**src/rtl/squelch_pkg.sv**
```systemverilog
// Shared definitions for the squelch detector: FSM state encoding and the
// fixed fractional width of the Q4.4 threshold gains.
package squelch_pkg;

  localparam int GAIN_FRAC = 4;

  typedef enum logic [1:0] {
    IDLE   = 2'd0,
    ATTACK = 2'd1,
    ACTIVE = 2'd2,
    HOLD   = 2'd3
  } state_e;

endpackage

```
**src/rtl/threshold_scaler.sv**
```systemverilog
// Registered threshold: (average * gain) >> GAIN_FRAC, kept at full width so a
// large gain can push the threshold above any possible amplitude.
module threshold_scaler
  import squelch_pkg::*;
#(
  parameter int NBITS = 16,
  parameter int GBITS = 8
) (
  input  logic                         clk,
  input  logic                         rst,
  input  logic [NBITS-1:0]             average_i,
  input  logic [GBITS-1:0]             gain_i,
  output logic [NBITS+GBITS-GAIN_FRAC-1:0] threshold_o
);

  localparam int PBITS = NBITS + GBITS;
  localparam int TBITS = PBITS - GAIN_FRAC;

  logic [PBITS-1:0] product;
  logic [TBITS-1:0] threshold_d;
  logic [TBITS-1:0] threshold_q;

  always_comb begin
    product     = {{GBITS{1'b0}}, average_i} * {{NBITS{1'b0}}, gain_i};
    threshold_d = product[PBITS-1:GAIN_FRAC];
  end

  always_ff @(posedge clk) begin
    if (rst) begin
      threshold_q <= '0;
    end else begin
      threshold_q <= threshold_d;
    end
  end

  assign threshold_o = threshold_q;

endmodule

```
**src/rtl/squelch_detector.sv**
```systemverilog
// Signal-presence detector: hysteresis thresholds scaled from the noise floor,
// attack qualification, hold stretching, and per-event count/peak tracking.
module squelch_detector
  import squelch_pkg::*;
#(
  parameter int NBITS = 16,
  parameter int GBITS = 8,
  parameter int HBITS = 16,
  parameter int CBITS = 16
) (
  input  logic             clk,
  input  logic             rst,
  input  logic             next,
  input  logic [NBITS-1:0] amplitude,
  input  logic [NBITS-1:0] average,
  input  logic [GBITS-1:0] on_gain,
  input  logic [GBITS-1:0] off_gain,
  input  logic [7:0]       attack_len,
  input  logic [HBITS-1:0] hold_len,
  output logic             detect,
  output logic             rise,
  output logic             fall,
  output logic [CBITS-1:0] event_count,
  output logic [NBITS-1:0] event_peak
);

  localparam int TBITS = NBITS + GBITS - GAIN_FRAC;

  localparam logic [1:0] S_IDLE   = IDLE;
  localparam logic [1:0] S_ATTACK = ATTACK;
  localparam logic [1:0] S_ACTIVE = ACTIVE;
  localparam logic [1:0] S_HOLD   = HOLD;

  logic [TBITS-1:0] thrOn;
  logic [TBITS-1:0] thrOff;
  logic [TBITS-1:0] ampExt;
  logic             over;
  logic             under;

  logic [1:0]       state_q,  state_d;
  logic [7:0]       acnt_q,   acnt_d;
  logic [HBITS-1:0] hcnt_q,   hcnt_d;
  logic             detect_q, detect_d;
  logic             rise_q,   rise_d;
  logic             fall_q,   fall_d;
  logic [CBITS-1:0] count_q,  count_d;
  logic [NBITS-1:0] peak_q,   peak_d;

  logic [8:0]       acntInc;
  logic [HBITS:0]   hcntInc;

  threshold_scaler #(.NBITS(NBITS), .GBITS(GBITS)) u_on_scaler (
    .clk        (clk),
    .rst        (rst),
    .average_i  (average),
    .gain_i     (on_gain),
    .threshold_o(thrOn)
  );

  threshold_scaler #(.NBITS(NBITS), .GBITS(GBITS)) u_off_scaler (
    .clk        (clk),
    .rst        (rst),
    .average_i  (average),
    .gain_i     (off_gain),
    .threshold_o(thrOff)
  );

  always_comb begin
    ampExt = {{(TBITS-NBITS){1'b0}}, amplitude};
    over   = ampExt > thrOn;
    under  = ampExt < thrOff;
  end

  // Counter comparisons are done one bit wider so a live config change can
  // never wrap a counter past its limit.
  always_comb begin
    state_d = state_q;
    acnt_d  = acnt_q;
    hcnt_d  = hcnt_q;
    rise_d  = 1'b0;
    fall_d  = 1'b0;
    acntInc = {1'b0, acnt_q} + 9'd1;
    hcntInc = {1'b0, hcnt_q} + {{HBITS{1'b0}}, 1'b1};

    if (next) begin
      case (state_q)
        S_IDLE: begin
          if (over) begin
            if (attack_len <= 8'd1) begin
              state_d = S_ACTIVE;
              rise_d  = 1'b1;
              acnt_d  = 8'd0;
            end else begin
              state_d = S_ATTACK;
              acnt_d  = 8'd1;
            end
          end
        end
        S_ATTACK: begin
          if (over) begin
            if (acntInc >= {1'b0, attack_len}) begin
              state_d = S_ACTIVE;
              rise_d  = 1'b1;
              acnt_d  = 8'd0;
            end else begin
              acnt_d  = acntInc[7:0];
            end
          end else begin
            state_d = S_IDLE;
            acnt_d  = 8'd0;
          end
        end
        S_ACTIVE: begin
          if (under) begin
            hcnt_d = '0;
            if (hold_len == '0) begin
              state_d = S_IDLE;
              fall_d  = 1'b1;
            end else begin
              state_d = S_HOLD;
            end
          end
        end
        S_HOLD: begin
          if (!under) begin
            state_d = S_ACTIVE;
            hcnt_d  = '0;
          end else if (hcntInc >= {1'b0, hold_len}) begin
            state_d = S_IDLE;
            fall_d  = 1'b1;
            hcnt_d  = '0;
          end else begin
            hcnt_d  = hcntInc[HBITS-1:0];
          end
        end
        default: begin
          state_d = S_IDLE;
          acnt_d  = 8'd0;
          hcnt_d  = '0;
        end
      endcase
    end

    detect_d = (state_d == S_ACTIVE) || (state_d == S_HOLD);
  end

  // A new event restarts the peak at the triggering sample; the count sticks at all-ones.
  always_comb begin
    count_d = count_q;
    peak_d  = peak_q;
    if (rise_d) begin
      if (count_q != {CBITS{1'b1}}) begin
        count_d = count_q + {{(CBITS-1){1'b0}}, 1'b1};
      end
      peak_d = amplitude;
    end else if (next && ((state_q == S_ACTIVE) || (state_q == S_HOLD))) begin
      if (amplitude > peak_q) begin
        peak_d = amplitude;
      end
    end
  end

  always_ff @(posedge clk) begin
    if (rst) begin
      state_q  <= S_IDLE;
      acnt_q   <= 8'd0;
      hcnt_q   <= '0;
      detect_q <= 1'b0;
      rise_q   <= 1'b0;
      fall_q   <= 1'b0;
      count_q  <= '0;
      peak_q   <= '0;
    end else begin
      state_q  <= state_d;
      acnt_q   <= acnt_d;
      hcnt_q   <= hcnt_d;
      detect_q <= detect_d;
      rise_q   <= rise_d;
      fall_q   <= fall_d;
      count_q  <= count_d;
      peak_q   <= peak_d;
    end
  end

  assign detect      = detect_q;
  assign rise        = rise_q;
  assign fall        = fall_q;
  assign event_count = count_q;
  assign event_peak  = peak_q;

endmodule

```
**config.mk**
```make
export PLATFORM = sky130hd
export DESIGN_NAME = squelch_detector
export DESIGN_NICKNAME = d
export VERILOG_FILES = /design/src/rtl/squelch_pkg.sv /design/src/rtl/threshold_scaler.sv /design/src/rtl/squelch_detector.sv
export SDC_FILE = /design/constraint.sdc
export NUM_CORES = 1
export LEC_CHECK = 0
export CELL_PAD_IN_SITES_DETAIL_PLACEMENT = 0
export CELL_PAD_IN_SITES_GLOBAL_PLACEMENT = 1
export CORE_MARGIN = 2
export CORE_UTILIZATION = 41
export DETAILED_ROUTE_END_ITERATION = 8
export PLACE_DENSITY_LB_ADDON = 0.1
export SYNTH_ARGS = -nofsm -noshare
export SYNTH_HDL_FRONTEND = slang
export SYNTH_SLANG_ARGS = --single-unit
```
**constraint.sdc**
```tcl
create_clock -name clk -period 7 [get_ports clk]
set_clock_uncertainty 0.2 [all_clocks]
set_input_delay 2.1 -clock clk [delete_from_list [all_inputs] [get_ports clk]]
set_output_delay 2.1 -clock clk [all_outputs]
set_load 0.005 [all_outputs]
```
==> results.toml <==
# physical design summary
[synthesis]
adder_share_pct = 39.1
ys_seq_share_pct = 14.9
aoi_share_pct = 11.6
synth_area_mm2 = 0.0136
yosysUniqueCellTypes = 74
synth.cellmix.simpleShare_pct = 20.2
yosysTopAreaCell = "fa_1"
synthArstFlopShare_pct = 0
ys_cells = 1575
xor_share_pct = 3.03

[critical_path]
cp.required_ns = 7.01
r2r_end = "hcnt_q[11]$_SDFFE_PP0P_"
critPathKind = "input port to flip-flop"
crit_path_start = "on_gain[4]"
cp_num_cells = 17
worst_path_max_delay_cell = "fa_1"
crit_buf_inv = 3
cp.arrival_ns = 6.77
ff2ff_path_depth = 16
crit_path_end_kind = "flip-flop"
regToRegSetupSlack_ns = 2.87
r2r_start = "hcnt_q[2]$_SDFFE_PP0P_"
cpPeakStageDelay_ns = 0.56
cp_top_family = "adder cells"

[floorplan]
core_mm2 = 0.0326
rows = 66
die_w_um = 186
dieArea_mm2 = 0.0346
die_h_um = 186

[finish]
combGateArea_mm2 = 0.0103
layout.nets = 2182
syn_to_final_growth_pct = 21.6
layout.nonclk_buf_share_pct = 13.4
antenna_cells = 0
final_common_cell = "inv_1"
fill_cells = 3171
drive_gt1_share_pct = 10.4
nonClockInverterCount = 297
clk_share_pct = 1.82
nMultiInputCombCells = 1127
stdcell_count = 2229

[clock_network]
cts_root_buf = "clkbuf_16"
cts_sinks = 101
post_cts_buffers = 0
path_clk_slew_ns = 0.06
cts_tree = "done"
clock_path_buffers = 2
ctsResizeCount = 9
cts-htree-levels = 3

[timing]
rsz0062_at_grt = "false"
worst_slack_ns = 0.238
slew_headroom_pct = 44.8
tns_ns = 0
holdWs_ns = 0.287
final_max_slew_viol_count = 0
finalCritPeriodShare_pct = 96.6
final.min_clock_period_ns = 6.76
tightest_slew_ns = 0.828

[placed_design]
pre_cts_ws_ns = -0.469
postPlaceCellArea_mm2 = 0.0161
dp_cells = 2213
port_buffers = 109
dp_hpwl_mm = 28.7

[pwr]
powerDensity_mw_per_mm2 = 271
p_sw_uw = 1920
p_leak_uw = 0.00826
pwr-share-clk_pct = 11.3
finalPower_uw = 4470
power.share.combinational_pct = 72.7

[route]
first_pass_iters = 5
dr.first_iter.drc_count = 426
route.detailed.drc = 0
vias = 10840

[run_status]
status = "completed"

[hold_path]
min_to = "acnt_q[1]$_SDFFE_PP0P_"
hold_start = "acnt_q[1]$_SDFFE_PP0P_"

[global_routing]
grt_max_degree = 69
gr-total-overflow = 0
grt_pass1_vias = 10676
track_usage_pct = 20.1
grt_pass1_wl_mm = 55.3
==> worst min-delay path: cells and delay by family, from the launching register on <==
kind / cells / cell delay [ns]
DFF: 1 / 0.32
AOI/OAI and AO/OA: 1 / 0.07
buffers and inverters: 1 / 0.05
==> metal layers <==
layer	up-vias	part of all wire, %	global-route usage (%)
li1	5502	-	-
met2	184	44	31.5
met5	-	0	0
met4	0	1.1	4.06
met1	5136	52	30.3
met3	18	3.6	1.80
==> power by group through the flow <==
stage | clock, µW | sequential [µW] | combinational (µW)
after floorplan | 0 | 719 | 2060
after global placement | 0 | 731 | 3160
after detailed placement | 0 | 732 | 3170
after CTS | 522 | 718 | 3200
after global routing | 541 | 727 | 3720
final | 505 | 716 | 3250
### Clock routing

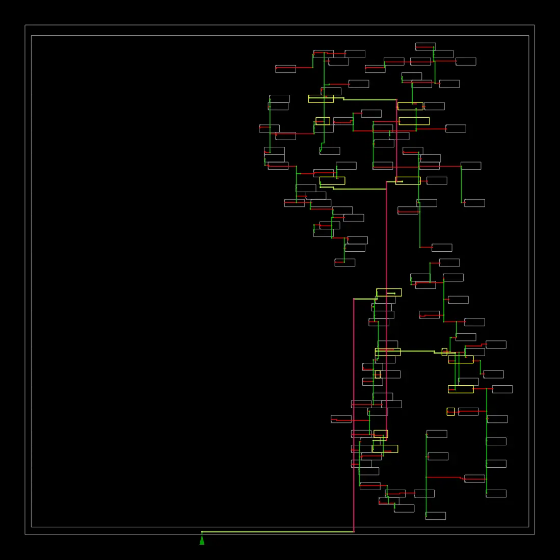
clk pwr: 505 µW
CLK BUF: 11
CTS buffer count: 9
clock latency on the worst-skew pair: 0.35 ns
Flop Count: 101

### Close-up of the layout

Window x 130 to 150, y 130 to 150 µm. Cells in gray, sequential cells in the stronger gray; small squares are vias.
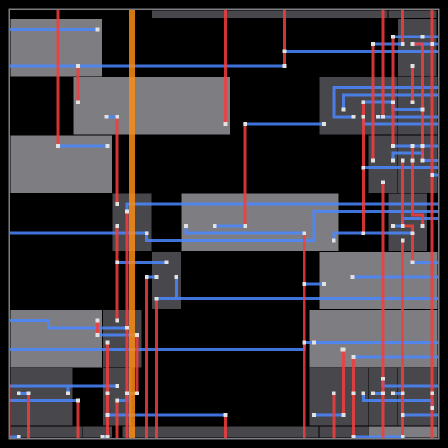
Key: met1 = blue; met4 = orange; met2 = red
Sequential cells in the window: 7. Netlist names of flops here include hcnt_q (3). 20 logic cells have their middle in the window. Most frequent: dfxtp_1 (7).

### Wires at chosen ports, followed through buffers

(2 px per µm)
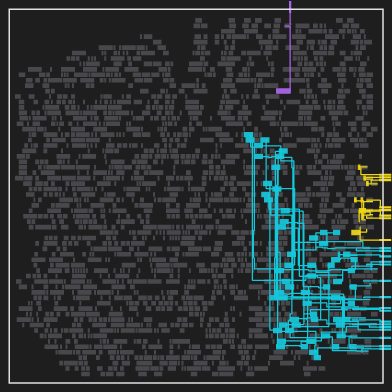
Key: amplitude = cyan [bits 16, direction input, end cells 62, wire 2150 µm]; attack_len = yellow [bits 8, direction input, end cells 9, wire 153 µm]; fall = purple [bits 1, direction output, end cells 1, wire 43.3 µm]

### M2 wires

(2 px per µm) Cells faint in the background.
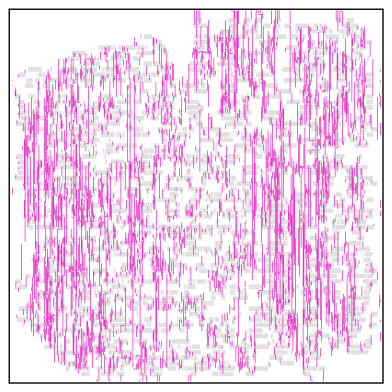
1715 nets have wire on it. The wires run mostly vertical.

Power figures rest on the tool's default switching activity, not on a simulated workload.
